$ cat config.mk
export PLATFORM = sky130hd
export DESIGN_NAME = mem_rr_arbiter_flat
export DESIGN_NICKNAME = d
export VERILOG_FILES = /design/src/rtl/mem_rr_arbiter_if.sv /design/src/rtl/mem_rr_arbiter.sv /design/src/flat_wrapper.sv
export SDC_FILE = /design/constraint.sdc
export NUM_CORES = 1
export LEC_CHECK = 0
export CAP_MARGIN = 10
export CORE_ASPECT_RATIO = 1.75
export CORE_UTILIZATION = 35
export CTS_CLUSTER_DIAMETER = 200
export DETAILED_ROUTE_END_ITERATION = 16
export GPL_TIMING_DRIVEN = 0
export PLACE_DENSITY = 0.95
export SYNTH_ARGS = -nofsm -noshare
export SYNTH_HDL_FRONTEND = slang
export SYNTH_SLANG_ARGS = --single-unit
$ cat constraint.sdc
create_clock -name clk -period 2.9 [get_ports clk]
set_input_delay 0.725 -clock clk [delete_from_list [all_inputs] [get_ports clk]]
set_output_delay 0.725 -clock clk [all_outputs]
set_load 0.005 [all_outputs]
$ cat src/rtl/mem_rr_arbiter_if.sv
// mem_rr_arbiter_if
//   Bundles the two requester command/ack sets, the memory port and the
//   status outputs of the round-robin memory arbiter.
//   Ports of the interface: none (signals only).
//   Signals:
//     req_x/we_x/addr_x/wdata_x  requester -> arbiter command (x = a, b)
//     ack_x/rdata_x              arbiter -> requester completion and read data
//     mem_we/mem_addr/mem_wdata  arbiter -> memory port
//     mem_rdata                  memory -> arbiter read data
//     busy                       arbiter is not idle
//     dbg_state                  current arbiter FSM state (debug observation)
//   Modports:
//     slave  - the arbiter side
//     master - the requesters plus memory side (testbench / system)
//
// Handshake: a requester raises req_x with a stable command and holds it
// high until it sees ack_x (a single-cycle pulse). The command is captured
// only at the grant edge; later changes of we/addr/wdata are ignored. A req
// still high in the IDLE cycle after the ack is treated as a new command.
interface mem_rr_arbiter_if #(
  parameter int ADDR_W = 4,
  parameter int DATA_W = 8
);
  logic              req_a;
  logic              we_a;
  logic [ADDR_W-1:0] addr_a;
  logic [DATA_W-1:0] wdata_a;
  logic              ack_a;
  logic [DATA_W-1:0] rdata_a;

  logic              req_b;
  logic              we_b;
  logic [ADDR_W-1:0] addr_b;
  logic [DATA_W-1:0] wdata_b;
  logic              ack_b;
  logic [DATA_W-1:0] rdata_b;

  logic              mem_we;
  logic [ADDR_W-1:0] mem_addr;
  logic [DATA_W-1:0] mem_wdata;
  logic [DATA_W-1:0] mem_rdata;

  logic              busy;
  logic [1:0]        dbg_state;

  modport slave (
    input  req_a, we_a, addr_a, wdata_a,
    output ack_a, rdata_a,
    input  req_b, we_b, addr_b, wdata_b,
    output ack_b, rdata_b,
    output mem_we, mem_addr, mem_wdata,
    input  mem_rdata,
    output busy, dbg_state
  );

  modport master (
    output req_a, we_a, addr_a, wdata_a,
    input  ack_a, rdata_a,
    output req_b, we_b, addr_b, wdata_b,
    input  ack_b, rdata_b,
    input  mem_we, mem_addr, mem_wdata,
    output mem_rdata,
    input  busy, dbg_state
  );
endinterface

$ cat src/rtl/mem_rr_arbiter.sv
// mem_rr_arbiter
//   Two-requester round-robin arbiter and sequencer for a single-port
//   synchronous memory (write on mem_we=1 at an edge, otherwise the addressed
//   word is registered onto mem_rdata and valid the next cycle).
//   Ports:
//     clk    rising-edge clock
//     rst_n  asynchronous active-low reset
//     bus    mem_rr_arbiter_if.slave: requester A/B command and ack sets,
//            memory port, busy and dbg_state
//   Sequence per access: IDLE (grant edge) -> ISSUE -> COMPLETE -> IDLE.
//   ack arrives two cycles after the grant edge; one access per three cycles.
module mem_rr_arbiter #(
  parameter int ADDR_W = 4,
  parameter int DATA_W = 8
) (
  input  logic                clk,
  input  logic                rst_n,
  mem_rr_arbiter_if.slave     bus
);

  typedef enum logic [1:0] {
    IDLE     = 2'd0,
    ISSUE    = 2'd1,
    COMPLETE = 2'd2
  } state_t;

  // prio/owner encoding: 0 = requester A, 1 = requester B
  state_t            state_q,     state_d;
  logic              prio_q,      prio_d;
  logic              owner_q,     owner_d;
  logic              mem_we_q,    mem_we_d;
  logic [ADDR_W-1:0] mem_addr_q,  mem_addr_d;
  logic [DATA_W-1:0] mem_wdata_q, mem_wdata_d;

  logic              grant_b;

  // B wins when it is the only requester, or both request and prio names B.
  assign grant_b = bus.req_b & (~bus.req_a | prio_q);

  always_comb begin
    state_d     = state_q;
    prio_d      = prio_q;
    owner_d     = owner_q;
    mem_we_d    = mem_we_q;
    mem_addr_d  = mem_addr_q;
    mem_wdata_d = mem_wdata_q;

    case (state_q)
      IDLE: begin
        if (bus.req_a || bus.req_b) begin
          owner_d     = grant_b;
          prio_d      = ~grant_b;
          mem_we_d    = grant_b ? bus.we_b    : bus.we_a;
          mem_addr_d  = grant_b ? bus.addr_b  : bus.addr_a;
          mem_wdata_d = grant_b ? bus.wdata_b : bus.wdata_a;
          state_d     = ISSUE;
        end
      end
      ISSUE: begin
        // The memory samples at the end of ISSUE; the address stays put so
        // the read result lines up with the COMPLETE cycle and later cycles
        // only perform harmless reads of the same word.
        mem_we_d = 1'b0;
        state_d  = COMPLETE;
      end
      COMPLETE: begin
        state_d = IDLE;
      end
      default: begin
        mem_we_d = 1'b0;
        state_d  = IDLE;
      end
    endcase
  end

  // Asynchronous reset so mem_we (and the ack/busy decode) drop the moment
  // rst_n falls, abandoning any in-flight write before it reaches an edge.
  always_ff @(posedge clk or negedge rst_n) begin
    if (!rst_n) begin
      state_q     <= IDLE;
      prio_q      <= 1'b0;
      owner_q     <= 1'b0;
      mem_we_q    <= 1'b0;
      mem_addr_q  <= '0;
      mem_wdata_q <= '0;
    end else begin
      state_q     <= state_d;
      prio_q      <= prio_d;
      owner_q     <= owner_d;
      mem_we_q    <= mem_we_d;
      mem_addr_q  <= mem_addr_d;
      mem_wdata_q <= mem_wdata_d;
    end
  end

  assign bus.mem_we    = mem_we_q;
  assign bus.mem_addr  = mem_addr_q;
  assign bus.mem_wdata = mem_wdata_q;

  // ack is a pure decode of state and owner, so it lasts exactly the one
  // COMPLETE cycle. Read data passes straight through from the memory; on a
  // write it shows whatever the memory held, which callers ignore.
  assign bus.ack_a   = (state_q == COMPLETE) && (owner_q == 1'b0);
  assign bus.ack_b   = (state_q == COMPLETE) && (owner_q == 1'b1);
  assign bus.rdata_a = bus.mem_rdata;
  assign bus.rdata_b = bus.mem_rdata;

  assign bus.busy      = (state_q != IDLE);
  assign bus.dbg_state = state_q;

endmodule

$ cat src/flat_wrapper.sv
// flat-port wrapper written by rule: the top's interface ports become plain ports
module mem_rr_arbiter_flat 
#(
  parameter int ADDR_W = 4,
  parameter int DATA_W = 8
)
  (clk, rst_n, bus_req_a, bus_we_a, bus_addr_a, bus_wdata_a, bus_ack_a, bus_rdata_a, bus_req_b, bus_we_b, bus_addr_b, bus_wdata_b, bus_ack_b, bus_rdata_b, bus_mem_we, bus_mem_addr, bus_mem_wdata, bus_mem_rdata, bus_busy, bus_dbg_state);
  mem_rr_arbiter_if #(.ADDR_W(ADDR_W), .DATA_W(DATA_W)) bus_i ();
  input  logic clk;
  input  logic rst_n;
  input wire logic [$bits(bus_i.req_a)-1:0] bus_req_a;
  input wire logic [$bits(bus_i.we_a)-1:0] bus_we_a;
  input wire logic [$bits(bus_i.addr_a)-1:0] bus_addr_a;
  input wire logic [$bits(bus_i.wdata_a)-1:0] bus_wdata_a;
  output wire logic [$bits(bus_i.ack_a)-1:0] bus_ack_a;
  output wire logic [$bits(bus_i.rdata_a)-1:0] bus_rdata_a;
  input wire logic [$bits(bus_i.req_b)-1:0] bus_req_b;
  input wire logic [$bits(bus_i.we_b)-1:0] bus_we_b;
  input wire logic [$bits(bus_i.addr_b)-1:0] bus_addr_b;
  input wire logic [$bits(bus_i.wdata_b)-1:0] bus_wdata_b;
  output wire logic [$bits(bus_i.ack_b)-1:0] bus_ack_b;
  output wire logic [$bits(bus_i.rdata_b)-1:0] bus_rdata_b;
  output wire logic [$bits(bus_i.mem_we)-1:0] bus_mem_we;
  output wire logic [$bits(bus_i.mem_addr)-1:0] bus_mem_addr;
  output wire logic [$bits(bus_i.mem_wdata)-1:0] bus_mem_wdata;
  input wire logic [$bits(bus_i.mem_rdata)-1:0] bus_mem_rdata;
  output wire logic [$bits(bus_i.busy)-1:0] bus_busy;
  output wire logic [$bits(bus_i.dbg_state)-1:0] bus_dbg_state;
  assign bus_i.req_a = bus_req_a;
  assign bus_i.we_a = bus_we_a;
  assign bus_i.addr_a = bus_addr_a;
  assign bus_i.wdata_a = bus_wdata_a;
  assign bus_ack_a = bus_i.ack_a;
  assign bus_rdata_a = bus_i.rdata_a;
  assign bus_i.req_b = bus_req_b;
  assign bus_i.we_b = bus_we_b;
  assign bus_i.addr_b = bus_addr_b;
  assign bus_i.wdata_b = bus_wdata_b;
  assign bus_ack_b = bus_i.ack_b;
  assign bus_rdata_b = bus_i.rdata_b;
  assign bus_mem_we = bus_i.mem_we;
  assign bus_mem_addr = bus_i.mem_addr;
  assign bus_mem_wdata = bus_i.mem_wdata;
  assign bus_i.mem_rdata = bus_mem_rdata;
  assign bus_busy = bus_i.busy;
  assign bus_dbg_state = bus_i.dbg_state;
  mem_rr_arbiter #(.ADDR_W(ADDR_W), .DATA_W(DATA_W)) u_core (.clk(clk), .rst_n(rst_n), .bus(bus_i));
endmodule
==> images/power_grid.png <==
Scale: 10 px per um. Pins as bars on the die edge. Tap cells in grey.
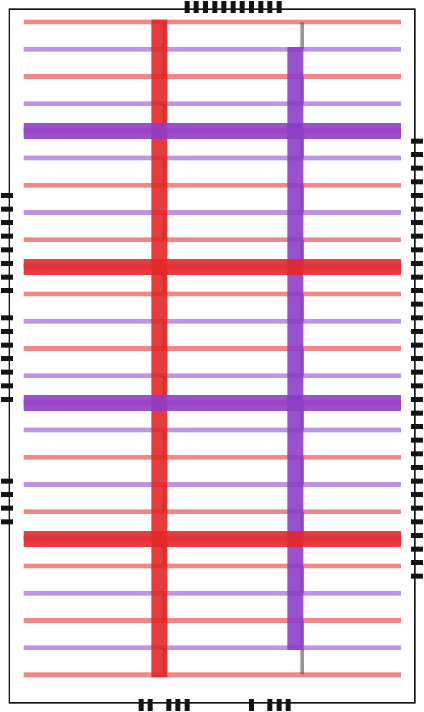
red -> VSS
purple -> VDD
rows = 24
met4 straps = 2
tap cells = 26
Die H: 69.21 um
Peak VDD IR: 0.5021 mV
Die Width: 40.41 um
total core area: 2462 um^2

==> images/placement_by_type.png <==
Scale: 10 px per um. Fill, decap, tap and diode cells in grey.
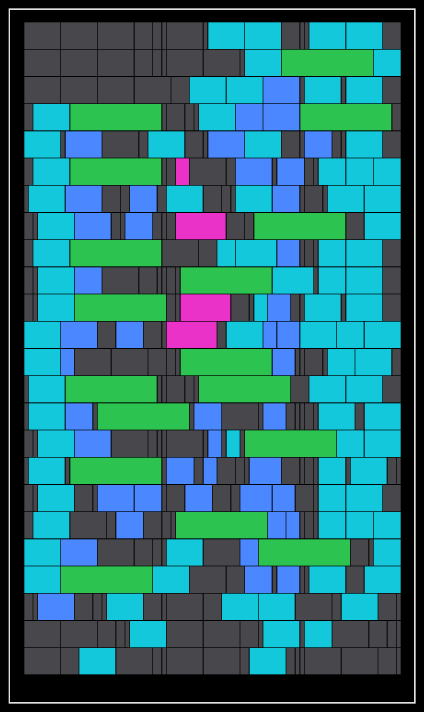
cyan -> other buffers and delay cells  # cells 84, share of their area 50%
magenta -> clock drivers and dummy loads  # cells 4, share of their area 2.9%
green -> flops  # cells 17, share of their area 27%
blue -> combinational and other logic  # cells 43, share of their area 20%

==> images/clk_routes.png <==
Scale: 8 px per um.
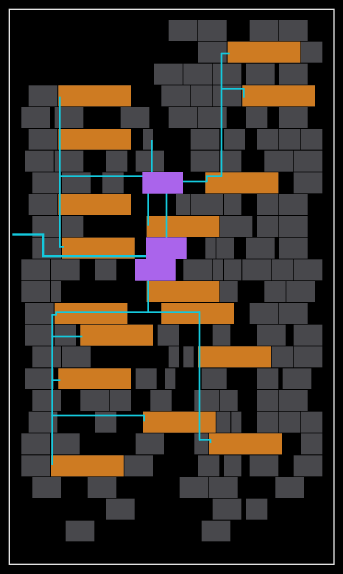
cyan -> clock wires  # length 190 um
orange -> flip-flops  # count 17
purple -> clock drivers  # count 3
routed clock nets = 4
clock latency at the later pin of the worst-skew pair: 0.24 ns
Power Clock: 0.000172 W
Layout Skew: 0.001480 ns

==> images/wires.png <==
Scale: 10 px per um.
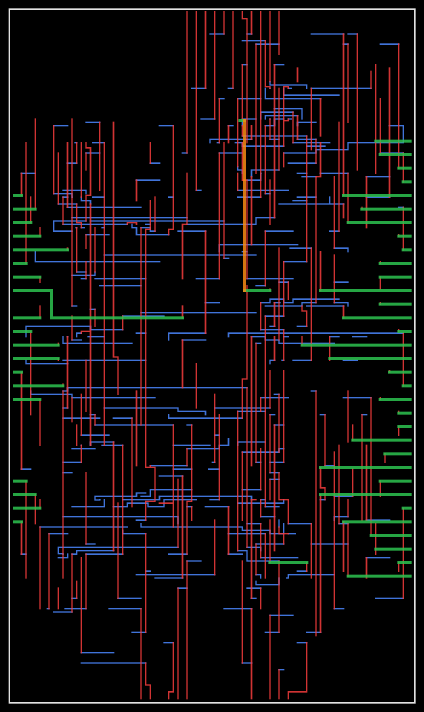
red -> metal 2  # wire length 1,440 um
blue -> metal 1  # wire length 771 um
orange -> metal 4  # wire length 17.0 um
green -> metal 3  # wire length 201 um
WL/cell: 13.97 um
GRT Total Usage: 19.27%
vias: 915

==> images/congestion.png <==
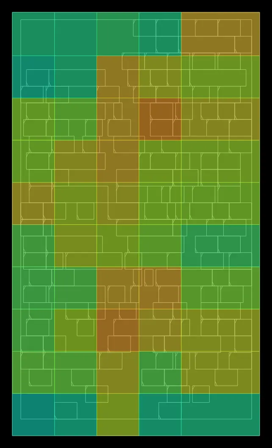
met2 Use GR: 37.21%
gr busiest metal: met2
post-layout util: 65.45%
M1 GR Usage: 19.92%

==> run summary <==
H-tree Lvls = 1
Mapped Area = 903.4 um^2
slew margin rel. = 49.16%
hold_buf cts = 0
final worst slack = 0.4022 ns
Init Core Util = 36.69%
ant diodes = 0
Final Max Slew Viols = 0
slowest cell on the critical path = dfrtp_1
first-pass GRT wire length = 3988 um
Worst Hold Path Cells = 1
post-DP HPWL = 2024 um
met2 WL = 1442 um
sequential share of cell area = 26.40%
Ports = 72
worst reg2reg path startpoint = u_core.bus.dbg_state[0]
Yosys Instances = 81
EDFF count, synth = 0
yosys synthesis warning count = 0
placer congestion estimate = 0.6246
Well Taps = 26
CTS resizes = 0
Worst Setup End Kind = output pin
Detailed Route WL = 2431 um
Vias/cell = 5.259
number of synthesized register bits = 17
total of max-cap violations = 0
cell family with most CP delay = buffers and inverters
row cnt = 24
IO buf count = 63
flop count = 17
Simple-Gate Fraction of Synth Area = 8.033%
P per Cell Area = 794.0 nW/um^2
uppermost layer routed = met4
mux share = 0%
largest net degree at the start of global routing = 18
Syn Area/Cell = 11.15 um^2
Non-Clock Buffer Count = 84
multi-input gates = 40
TritonCTS Buffers = 3
CP Cell Sequence = nor2_2 -> clkbuf_1 -> inv_2 -> clkdlybuf4s50_1
status = complete, no violations
reg2reg path depth = 4
met3 Use GR = 2.885%
dpl ws = 0.5118 ns
met3 WL = 200 um
crit path to = bus_busy
top cells by count = 17 x dfrtp_1, 16 x buf_4, 12 x a21boi_0, 12 x a221o_1
most frequent cell after synthesis = dfrtp_1
gr ovfl total = 0
crit path max fanout = 10
ANT nets after route = 0
wire length on met1 = 771 um
filler instances = 206
FF-to-FF End = u_core.bus.mem_addr[3]
critical path type = flip-flop to output pin
Post-CTS Setup Bufs = 0
fin nets = 187
largest cell class by area = non-clock buffers
most frequent cells in the layout = 63 x clkdlybuf4s50_1, 17 x dfrtp_1, 16 x buf_4
Hold Crit Endpoint = u_core.prio_q
Hold Crit Class = flip-flop to flip-flop
deepest clock path buffer count = 2
Root Buffer = clkbuf_8
WP buf/inv = 3
R2R Setup Slk = 1.27 ns
through the flow:
stage	hold WS, ns	power (W)	util, %	instances	area [um^2]
floorplan	0.4294	0.0007423	-	81	903.4
global placement	0.4802	0.001091	63.62	170	1567
detailed placement	0.4913	0.001118	63.62	170	1567
CTS	0.5061	0.001296	65.45	174	1612
global route	0.5232	0.001382	65.45	174	1612
finish	0.5011	0.001280	65.45	174	1612
report_power, final:
part / switching [W] / total (W) / leakage (nW) / internal [W]
registers: 0.0000731 / 0.000428 / 0.211 / 0.000354
logic: 0.000242 / 0.000680 / 0.478 / 0.000438
clock network: 0.0000751 / 0.000172 / 0.0228 / 0.0000972
Power and IR drop assume default switching activity.
